==> config.mk <==
export PLATFORM = sky130hd
export DESIGN_NAME = keypad_scanner
export DESIGN_NICKNAME = d
export VERILOG_FILES = /design/src/rtl/keypad_pkg.sv /design/src/rtl/keypad_row_encoder.sv /design/src/rtl/keypad_scanner.sv
export SDC_FILE = /design/constraint.sdc
export NUM_CORES = 1
export LEC_CHECK = 0
export ABC_CLOCK_PERIOD_IN_PS = 2100
export CELL_PAD_IN_SITES_DETAIL_PLACEMENT = 2
export CELL_PAD_IN_SITES_GLOBAL_PLACEMENT = 2
export CORE_MARGIN = 4
export CORE_UTILIZATION = 35
export DETAILED_ROUTE_END_ITERATION = 16
export GPL_TIMING_DRIVEN = 0
export PLACE_DENSITY = 0.81
export SLEW_MARGIN = 20
export SYNTH_ARGS = -nofsm -noshare
export SYNTH_HDL_FRONTEND = slang
export SYNTH_SLANG_ARGS = --single-unit
==> constraint.sdc <==
create_clock -name clk -period 2.1 [get_ports clk]
set_input_delay 0.42 -clock clk [delete_from_list [all_inputs] [get_ports clk]]
set_output_delay 0.42 -clock clk [all_outputs]
set_load 0.005 [all_outputs]
==> src/rtl/keypad_pkg.sv <==
// Shared types and helpers for the matrix keypad scanner.
//   state_t          : scanner FSM states
//   NO_KEY           : "nothing latched" row pattern
//   is_onehot()      : true when exactly one bit of an 8-bit vector is set
//   onehot_to_index(): bit position of the single set bit (no priority logic)
//   sat_inc()        : 16-bit saturating increment used by every counter
package keypad_pkg;

  typedef enum logic [2:0] {
    ST_IDLE,
    ST_SETTLE,
    ST_SAMPLE,
    ST_DEBOUNCE,
    ST_PRESSED
  } state_t;

  localparam int CNT_W     = 16;
  localparam int ROW_IDX_W = 3;   // enough for up to 8 rows or columns
  localparam int MAX_LINES = 8;

  localparam logic [MAX_LINES-1:0] NO_KEY = '0;

  function automatic logic is_onehot(input logic [MAX_LINES-1:0] v);
    return (v != '0) && ((v & (v - 1'b1)) == '0);
  endfunction

  // OR together the indices of all set bits; correct only for one-hot input,
  // which is all the scanner ever feeds it.
  function automatic logic [ROW_IDX_W-1:0] onehot_to_index(input logic [MAX_LINES-1:0] v);
    logic [ROW_IDX_W-1:0] idx;
    idx = '0;
    for (int i = 0; i < MAX_LINES; i++) begin
      if (v[i]) idx = idx | ROW_IDX_W'(i);
    end
    return idx;
  endfunction

  function automatic logic [CNT_W-1:0] sat_inc(input logic [CNT_W-1:0] v);
    return (v == '1) ? v : v + 1'b1;
  endfunction

endpackage

==> src/rtl/keypad_row_encoder.sv <==
// Combinational classifier for the synchronised row returns.
//   row_in : row returns, active high
//   zero   : no row active
//   onehot : exactly one row active
//   multi  : more than one row active
//   index  : position of the active row (valid only when onehot)
module keypad_row_encoder
  import keypad_pkg::*;
#(
  parameter int NUM_ROWS = 4
) (
  input  logic [NUM_ROWS-1:0]  row_in,
  output logic                 zero,
  output logic                 onehot,
  output logic                 multi,
  output logic [ROW_IDX_W-1:0] index
);

  logic [MAX_LINES-1:0] row_pad;

  genvar gi;
  generate
    for (gi = 0; gi < MAX_LINES; gi++) begin : g_pad
      if (gi < NUM_ROWS) begin : g_live
        assign row_pad[gi] = row_in[gi];
      end else begin : g_tie
        assign row_pad[gi] = 1'b0;
      end
    end
  endgenerate

  assign zero   = (row_pad == '0);
  assign onehot = is_onehot(row_pad);
  assign multi  = !zero && !onehot;
  assign index  = onehot_to_index(row_pad);

endmodule

==> src/rtl/keypad_scanner.sv <==
// Parametrised matrix keypad scanner.
// Strobes one column at a time, lets it settle, samples the rows, debounces a
// single-key press, and reports a linear key code with press / repeat /
// release strobes. Multi-row hits in one column are rejected and flagged.
// Ports:
//   clk, rst_n     : clock, asynchronous active-low reset
//   scan_en        : allow scanning (checked when leaving IDLE and at wrap)
//   repeat_en      : enable auto-repeat while a key is held
//   keypad_row_in  : synchronised row returns, active high
//   keypad_col_out : one-hot column drive, all zero when idle
//   key_code       : row*NUM_COLS + col of the last accepted key
//   key_valid      : one-cycle strobe on press and on each auto-repeat
//   key_held       : level, key debounced down
//   key_release    : one-cycle strobe on accepted release
//   multi_key      : one-cycle strobe, several rows active in sampled column
module keypad_scanner
  import keypad_pkg::*;
#(
  parameter int NUM_ROWS       = 4,
  parameter int NUM_COLS       = 4,
  parameter int SETTLE_TICKS   = 20,
  parameter int DEBOUNCE_TICKS = 4,
  parameter int REPEAT_DELAY   = 200,
  parameter int REPEAT_PERIOD  = 50,
  parameter int CODE_W         = $clog2(NUM_ROWS * NUM_COLS)
) (
  input  logic                clk,
  input  logic                rst_n,
  input  logic                scan_en,
  input  logic                repeat_en,
  input  logic [NUM_ROWS-1:0] keypad_row_in,
  output logic [NUM_COLS-1:0] keypad_col_out,
  output logic [CODE_W-1:0]   key_code,
  output logic                key_valid,
  output logic                key_held,
  output logic                key_release,
  output logic                multi_key
);

  localparam logic [CNT_W-1:0] SETTLE_LAST = CNT_W'(SETTLE_TICKS - 1);
  localparam logic [CNT_W-1:0] DEB_LAST    = CNT_W'(DEBOUNCE_TICKS - 1);
  localparam logic [CNT_W-1:0] DELAY_LAST  = CNT_W'(REPEAT_DELAY - 1);
  localparam logic [CNT_W-1:0] PERIOD_LAST = CNT_W'(REPEAT_PERIOD - 1);

  state_t                state_reg, state_next;
  logic [NUM_COLS-1:0]   col_reg, col_next;
  logic [CNT_W-1:0]      cnt_reg, cnt_next;
  logic [CNT_W-1:0]      rel_cnt_reg, rel_cnt_next;
  logic [CNT_W-1:0]      rep_cnt_reg, rep_cnt_next;
  logic                  rep_phase_reg, rep_phase_next;  // 0: waiting for first repeat
  logic [NUM_ROWS-1:0]   latch_reg, latch_next;
  logic [ROW_IDX_W-1:0]  row_idx_reg, row_idx_next;
  logic [CODE_W-1:0]     code_reg, code_next;
  logic                  valid_reg, valid_next;
  logic                  held_reg, held_next;
  logic                  release_reg, release_next;
  logic                  multi_reg, multi_next;

  logic                  enc_zero, enc_onehot, enc_multi;
  logic [ROW_IDX_W-1:0]  enc_index;

  keypad_row_encoder #(
    .NUM_ROWS (NUM_ROWS)
  ) u_enc (
    .row_in (keypad_row_in),
    .zero   (enc_zero),
    .onehot (enc_onehot),
    .multi  (enc_multi),
    .index  (enc_index)
  );

  // Column advance: rotate left; at the wrap point a dropped scan_en parks
  // the scanner in IDLE with all columns off.
  logic                 adv_stop;
  state_t               adv_state;
  logic [NUM_COLS-1:0]  adv_col;
  logic [ROW_IDX_W-1:0] col_idx;
  logic [CODE_W-1:0]    press_code;
  logic                 row_match;

  assign adv_stop   = col_reg[NUM_COLS-1] && !scan_en;
  assign adv_state  = adv_stop ? ST_IDLE : ST_SETTLE;
  assign adv_col    = adv_stop ? '0 : {col_reg[NUM_COLS-2:0], col_reg[NUM_COLS-1]};
  assign col_idx    = onehot_to_index(MAX_LINES'(col_reg));
  assign press_code = CODE_W'(int'(row_idx_reg) * NUM_COLS + int'(col_idx));
  // Latched pattern is always one-hot, so a match also implies onehot.
  assign row_match  = enc_onehot && (keypad_row_in == latch_reg);

  always_comb begin
    state_next     = state_reg;
    col_next       = col_reg;
    cnt_next       = cnt_reg;
    rel_cnt_next   = rel_cnt_reg;
    rep_cnt_next   = rep_cnt_reg;
    rep_phase_next = rep_phase_reg;
    latch_next     = latch_reg;
    row_idx_next   = row_idx_reg;
    code_next      = code_reg;
    held_next      = held_reg;
    valid_next     = 1'b0;
    release_next   = 1'b0;
    multi_next     = 1'b0;

    case (state_reg)
      ST_IDLE: begin
        col_next = '0;
        if (scan_en) begin
          col_next   = NUM_COLS'(1);
          cnt_next   = '0;
          state_next = ST_SETTLE;
        end
      end

      ST_SETTLE: begin
        if (cnt_reg == SETTLE_LAST) begin
          cnt_next   = '0;
          state_next = ST_SAMPLE;
        end else begin
          cnt_next = sat_inc(cnt_reg);
        end
      end

      ST_SAMPLE: begin
        multi_next = enc_multi;
        cnt_next   = '0;
        if (enc_zero || enc_multi) begin
          col_next   = adv_col;
          state_next = adv_state;
        end else begin
          latch_next   = keypad_row_in;
          row_idx_next = enc_index;
          state_next   = ST_DEBOUNCE;
        end
      end

      ST_DEBOUNCE: begin
        if (row_match) begin
          if (cnt_reg == DEB_LAST) begin
            cnt_next       = '0;
            rel_cnt_next   = '0;
            rep_cnt_next   = '0;
            rep_phase_next = 1'b0;
            valid_next     = 1'b1;
            held_next      = 1'b1;
            code_next      = press_code;
            state_next     = ST_PRESSED;
          end else begin
            cnt_next = sat_inc(cnt_reg);
          end
        end else begin
          cnt_next   = '0;
          col_next   = adv_col;
          state_next = adv_state;
        end
      end

      ST_PRESSED: begin
        if (row_match) begin
          rel_cnt_next = '0;
          if (repeat_en) begin
            if (rep_cnt_reg == (rep_phase_reg ? PERIOD_LAST : DELAY_LAST)) begin
              valid_next     = 1'b1;
              rep_cnt_next   = '0;
              rep_phase_next = 1'b1;
            end else begin
              rep_cnt_next = sat_inc(rep_cnt_reg);
            end
          end else begin
            rep_cnt_next   = '0;
            rep_phase_next = 1'b0;
          end
        end else begin
          rep_cnt_next   = '0;
          rep_phase_next = 1'b0;
          if (rel_cnt_reg == DEB_LAST) begin
            rel_cnt_next = '0;
            release_next = 1'b1;
            held_next    = 1'b0;
            cnt_next     = '0;
            col_next     = adv_col;
            state_next   = adv_state;
          end else begin
            rel_cnt_next = sat_inc(rel_cnt_reg);
          end
        end
      end

      default: begin
        col_next   = '0;
        state_next = ST_IDLE;
      end
    endcase
  end

  always_ff @(posedge clk or negedge rst_n) begin
    if (!rst_n) begin
      state_reg     <= ST_IDLE;
      col_reg       <= '0;
      cnt_reg       <= '0;
      rel_cnt_reg   <= '0;
      rep_cnt_reg   <= '0;
      rep_phase_reg <= 1'b0;
      latch_reg     <= NUM_ROWS'(NO_KEY);
      row_idx_reg   <= '0;
      code_reg      <= '0;
      valid_reg     <= 1'b0;
      held_reg      <= 1'b0;
      release_reg   <= 1'b0;
      multi_reg     <= 1'b0;
    end else begin
      state_reg     <= state_next;
      col_reg       <= col_next;
      cnt_reg       <= cnt_next;
      rel_cnt_reg   <= rel_cnt_next;
      rep_cnt_reg   <= rep_cnt_next;
      rep_phase_reg <= rep_phase_next;
      latch_reg     <= latch_next;
      row_idx_reg   <= row_idx_next;
      code_reg      <= code_next;
      valid_reg     <= valid_next;
      held_reg      <= held_next;
      release_reg   <= release_next;
      multi_reg     <= multi_next;
    end
  end

  assign keypad_col_out = col_reg;
  assign key_code       = code_reg;
  assign key_valid      = valid_reg;
  assign key_held       = held_reg;
  assign key_release    = release_reg;
  assign multi_key      = multi_reg;

endmodule

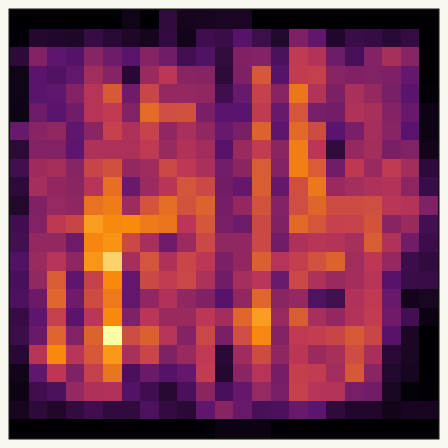
**Above:** run 1 (wire density map).
The die is cut into 23 by 23 equal tiles; black is low, pale yellow is high, scaled to the fullest tile. Values are wire area over tile area, all layers added.
- mean over tiles: 0.28
- tiles over half the peak: 23%
- nearly empty tiles: 8.9%
- fullest tile: 0.81
Tot GR Track Use: 27.5%
via count: 4,480

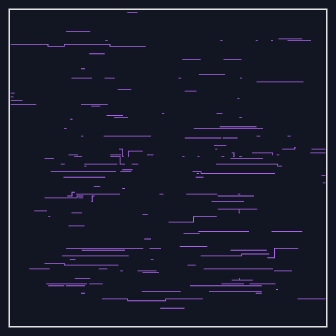
**Above:** run 1 (metal 3).
- nets with wire on the layer: 84
- main direction: horizontal
- wire length on this layer: 1,020 um
- longest straight run: 27.8 um
final wirelength: 22,800 um
grt met3 use: 4.68%

==> changes_impl.md, run 1 <==
### Changed

- Critical path depth: 9
- Worst-case clock buffer depth: 2
- Syn_area_per_cell: 9.19 um^2
- Startpoint types: flip-flop
- Area fraction in xor and xnor cells: 2.41%
- Avg Vias per Cell: 6.49
- Setup bufs post-CTS: 40
- Tool warning count: 29
- CP max stage delay: ~0.42 ns
- Ys Warns: 0
- Ant diodes: 0
- Worst IR drop on VDD: 0.724 mV
- Non-CTS buffers: 116
- Hold Crit Class: in2async
- Num CTS Buffers: 9
- H-tree levels: 3
- Global-route wire length before repair: approximately 28,000 um
- Failing checks: negative setup slack
- Post-layout nets: 557
- Worst-path clk slew: 0.07 ns
- Final setup fails: 61
- Crit-path most repeated cell: buf_4
- Clock buf/inv share: 4.82%
- Unrepaired setup endpoints after global routing: yes
- Top delay family on crit path: simple AND/OR/NAND/NOR gates
- Sw Ratio: 35.9%
- Worst-path fanout max: 6
- Design area: 0.00642 mm^2
- Comb area share: about 46%
- Most Crowded Layer GR: met2
- Internal: ~3.5 mW
- R2R depth: 9
- Cts hold-fix bufs: 0
- Status: complete, but fails checks
- CP Buf/Inv Count: 2
- Main flop type: dfrtp_1
- P_seq: roughly 1.7 mW
- Met2 Wirelength: about 12,000 um
- R2r setup slk: -0.31 ns
- CP endpoint: cnt_reg[9]$_DFFE_PN0P_
- Count of library flops with an enable pin: 0
- Final core occ: 58.4%
- Seq pwr share: a little under a third
- Tapcell Cnt: ~140
- Count of non-CTS inverters in the layout: 11
- Init Core Util: 36.4%
- Final-report max-slew violation count: 0
- Seq area share: ~28%
- Combinational share of power: 39.0%
- MI comb area: around 0.003 mm^2
- Register area: 0.00177 mm^2
- Placeable Area: 0.0110 mm^2
- Reg-to-reg endpoint: cnt_reg[9]$_DFFE_PN0P_
- Yosys stat area: approximately 0.004 mm^2
- Leakage: approximately 2.6 nW
- Largest class: multi-input combinational cells
- Vias in the first global route: 4,678
- Top Layer Used: met4
- WS Path Type: reg2reg
- GRT overflow: 0
- Top logic family: simple AND/OR/NAND/NOR gates
- Mapped Cells: 435
- Clk pwr: 1.69 mW
- AO/OA Area Share: 19.5%
- Post-place setup slack: -1.22 ns
- Die height: ~110 um
- Buffer share of cell area: between 10% and 20%
- CLK BUF: 12
- Largest net degree at the start of global routing: 38
- PostCTS Resize Cnt: 91
- Fill cells: 1,013
- Distinct lib cells used: between 60 and 70
- Post-Route Skew: 0.0145 ns
- F_max: 414 MHz
- FF-to-FF Start: cnt_reg[0]$_DFFE_PN0P_
- CP arrival: between 2 and 3 ns
- Multi-input comb cells: 338
- Synth Seq Share: 43.8%
- Routing usage on met1: 32.0%
- Max-slew headroom: 52.5%
- Worst Setup Slack, final: -0.313 ns
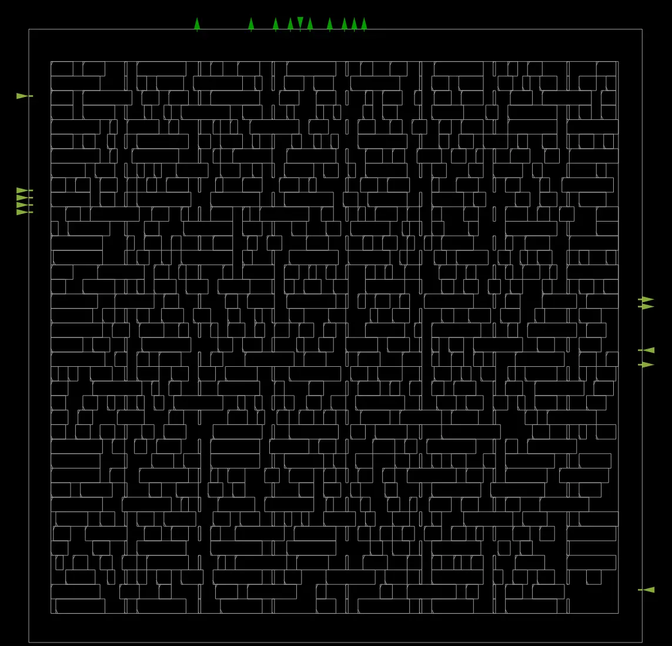
**Above:** run 1 (cell placement).
Post-Layout Cell Count: 690
FP Rows: 38
num sequential: 70

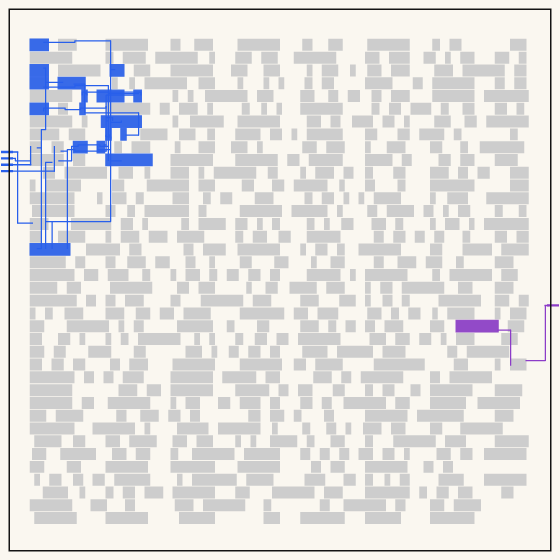
**Above:** run 1 (port wiring).
- purple: key_valid (bits 1; direction output; edge east; end cells 1; buffers 1; wire 26.8 um)
- blue: keypad_row_in (bits 4; direction input; edge west; end cells 17; buffers 4; wire 355 um)
I/O pins: 20
port bufs: 17

**Run 1: where the registers sit**

Other sequential cells in the stronger grey, the rest of the logic in the fainter grey.
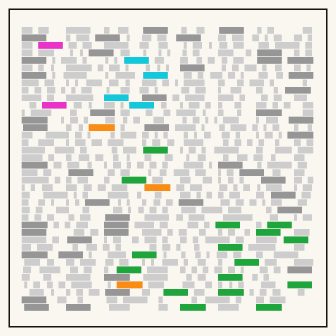

## Run 2: what changed since run 1
--- a/config.mk
+++ b/config.mk
@@ -11,7 +11,6 @@
 export CORE_MARGIN = 4
 export CORE_UTILIZATION = 35
 export DETAILED_ROUTE_END_ITERATION = 16
-export GPL_TIMING_DRIVEN = 0
 export PLACE_DENSITY = 0.81
 export SLEW_MARGIN = 20
 export SYNTH_ARGS = -nofsm -noshare
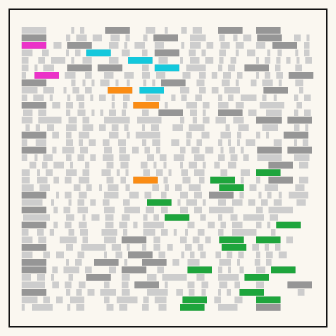
**Above:** run 2 (where the registers sit).
Other sequential cells in the stronger grey, the rest of the logic in the fainter grey.
- green: rel_cnt_reg (placed flops 16)
- magenta: row_idx_reg (placed flops 2)
- cyan: keypad_col_out (placed flops 4; where north)
- orange: state_reg (placed flops 3)
- not coloured: 45
final core occ: 55.0%
Seq area share: 29.0%
register area: 0.00175 mm^2
P_seq: 1.60 mW

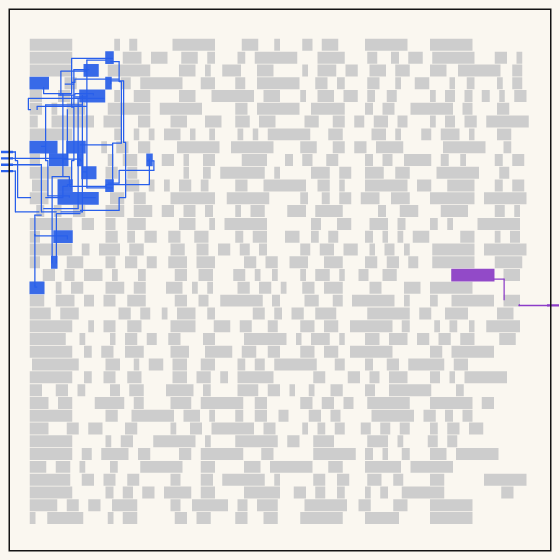
**Above:** run 2 (port wiring).
- purple: key_valid (bits 1; direction output; edge east; end cells 1; buffers 1; wire 13.1 um)
- blue: keypad_row_in (bits 4; direction input; edge west; end cells 17; buffers 8; wire 535 um)
port bufs: 19

==> changes_impl.md, run 2 <==
### Changed

- Global-route wire length before repair: 28,800 um (+4.2%)
- Worst IR drop on VDD: 0.850 mV (+17%)
- Non-CTS buffers: 133 (+15%)
- Critical path depth: 11 (+2)
- F_max: 391 MHz (-5.8%)
- Startpoint types: flip-flop
- Total die size: about 0.013 mm^2
- Sw Ratio: 36.1% (+0.22 points)
- Post-Route Skew: 0.0151 ns (+0.000562 ns)
- H-tree levels: 3 (unchanged)
- Buffer share of cell area: 19.0% (+0.94 points)
- Ys Warns: 0 (unchanged)
- Routing usage on met1: 33.2% (+1.2 points)
- Count of non-CTS inverters in the layout: 11 (unchanged)
- Count of library flops with an enable pin: 0 (unchanged)
- AO/OA Area Share: 19.5% (unchanged)
- Final-report max-slew violation count: 0 (unchanged)
- R2R depth: 11 (+2)
- Multi-input comb cells: 339 (+0.30%)
- Final-report hold violation count: 6
- Largest net degree at the start of global routing: 45 (+18%)
- PostCTS Resize Cnt: 35 (-62%)
- Leakage: 2.55 nW (-1.6%)
- Via count: 4,559 (+1.8%)
- R2r setup slk: -0.46 ns (-0.15 ns)
- Post-layout nets: 575 (+3.2%)
- Hold WS: -0.0144 ns
- Hold Crit Class: in2async
- Tapcell Cnt: 140 (unchanged)
- Dpl hpwl: 10,400 um
- Worst Setup Slack, final: -0.461 ns (-0.148 ns)
- Crit-path most repeated cell: buf_6
- Status: complete, but fails checks
- Num CTS Buffers: 9 (unchanged)
- Clk pwr: 1.50 mW (-10%)
- Synth Cell Area: 0.00400 mm^2
- Seq pwr share: 30.8% (+0.6 points)
- Main flop type: dfrtp_1
- Syn_area_per_cell: 9.19 um^2 (unchanged)
- Tool warning count: 29 (unchanged)
- Internal: 3.32 mW (-5.5%)
- FP Rows: 38 (unchanged)
- Comb area share: 44.0% (-2.2 points)
- Top delay family on crit path: simple AND/OR/NAND/NOR gates
- CP max stage delay: 0.43 ns (about the same)
- Tot GR Track Use: 28.4% (+0.87 points)
- Mapped Cells: 435 (unchanged)
- Failing checks: negative hold slack, negative setup slack
- FF-to-FF Start: cnt_reg[1]$_DFFE_PN0P_
- Post-place setup slack: -0.796 ns (+0.426 ns)
- Vias in the first global route: 4,925 (+5.3%)
- Largest class: multi-input combinational cells
- Worst slew pin tran: 0.498 ns
- Top Layer Used: met4
- Placeable Area: 0.0110 mm^2 (unchanged)
- Ant diodes: 0 (unchanged)
- WS Path Type: reg2reg
- Distinct lib cells used: 65 (unchanged)
- Synth Seq Share: 43.8% (unchanged)
- Worst-path fanout max: 7 (+1)
- Unrepaired setup endpoints after global routing: yes
- CP endpoint: cnt_reg[10]$_DFFE_PN0P_
- I/O pins: 20 (unchanged)
- Cts hold-fix bufs: 0 (unchanged)
- Combinational share of power: 40.4% (+1.4 points)
- Worst-path clk slew: 0.07 ns (about the same)
- GRT overflow: 0 (unchanged)
- Max-slew headroom: 66.6% (+14 points)
- Grt met3 use: 5.32% (+0.63 points)
- Met2 Wirelength: 12,100 um (+0.91%)
- Num sequential: 70 (unchanged)
- Area fraction in xor and xnor cells: 2.41% (unchanged)
- Init Core Util: 36.4% (unchanged)
- Final setup fails: 60 (-1.6%)
- CP arrival: 2.78 ns (+0.15 ns)
- Avg Vias per Cell: 6.43 (-0.96%)
- Reg-to-reg endpoint: cnt_reg[10]$_DFFE_PN0P_
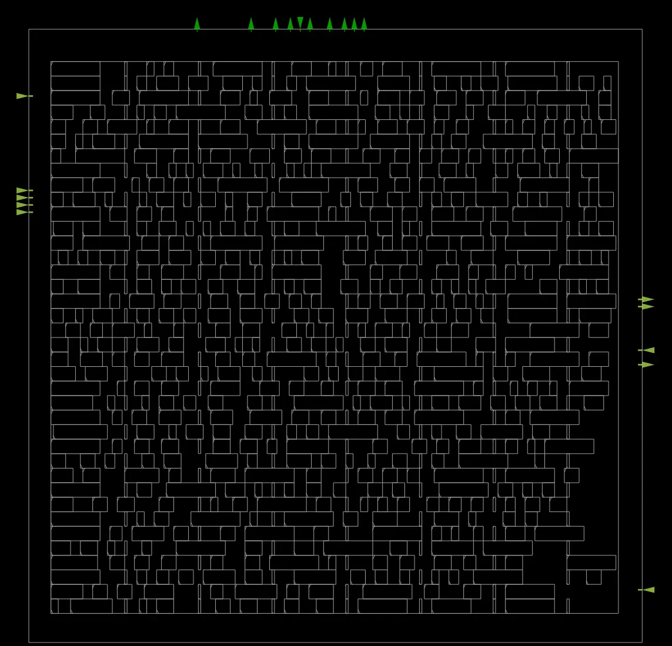
**Above:** run 2 (cell placement).
Post-Layout Cell Count: 709
Fill cells: 1,094

Power and IR drop assume default switching activity.
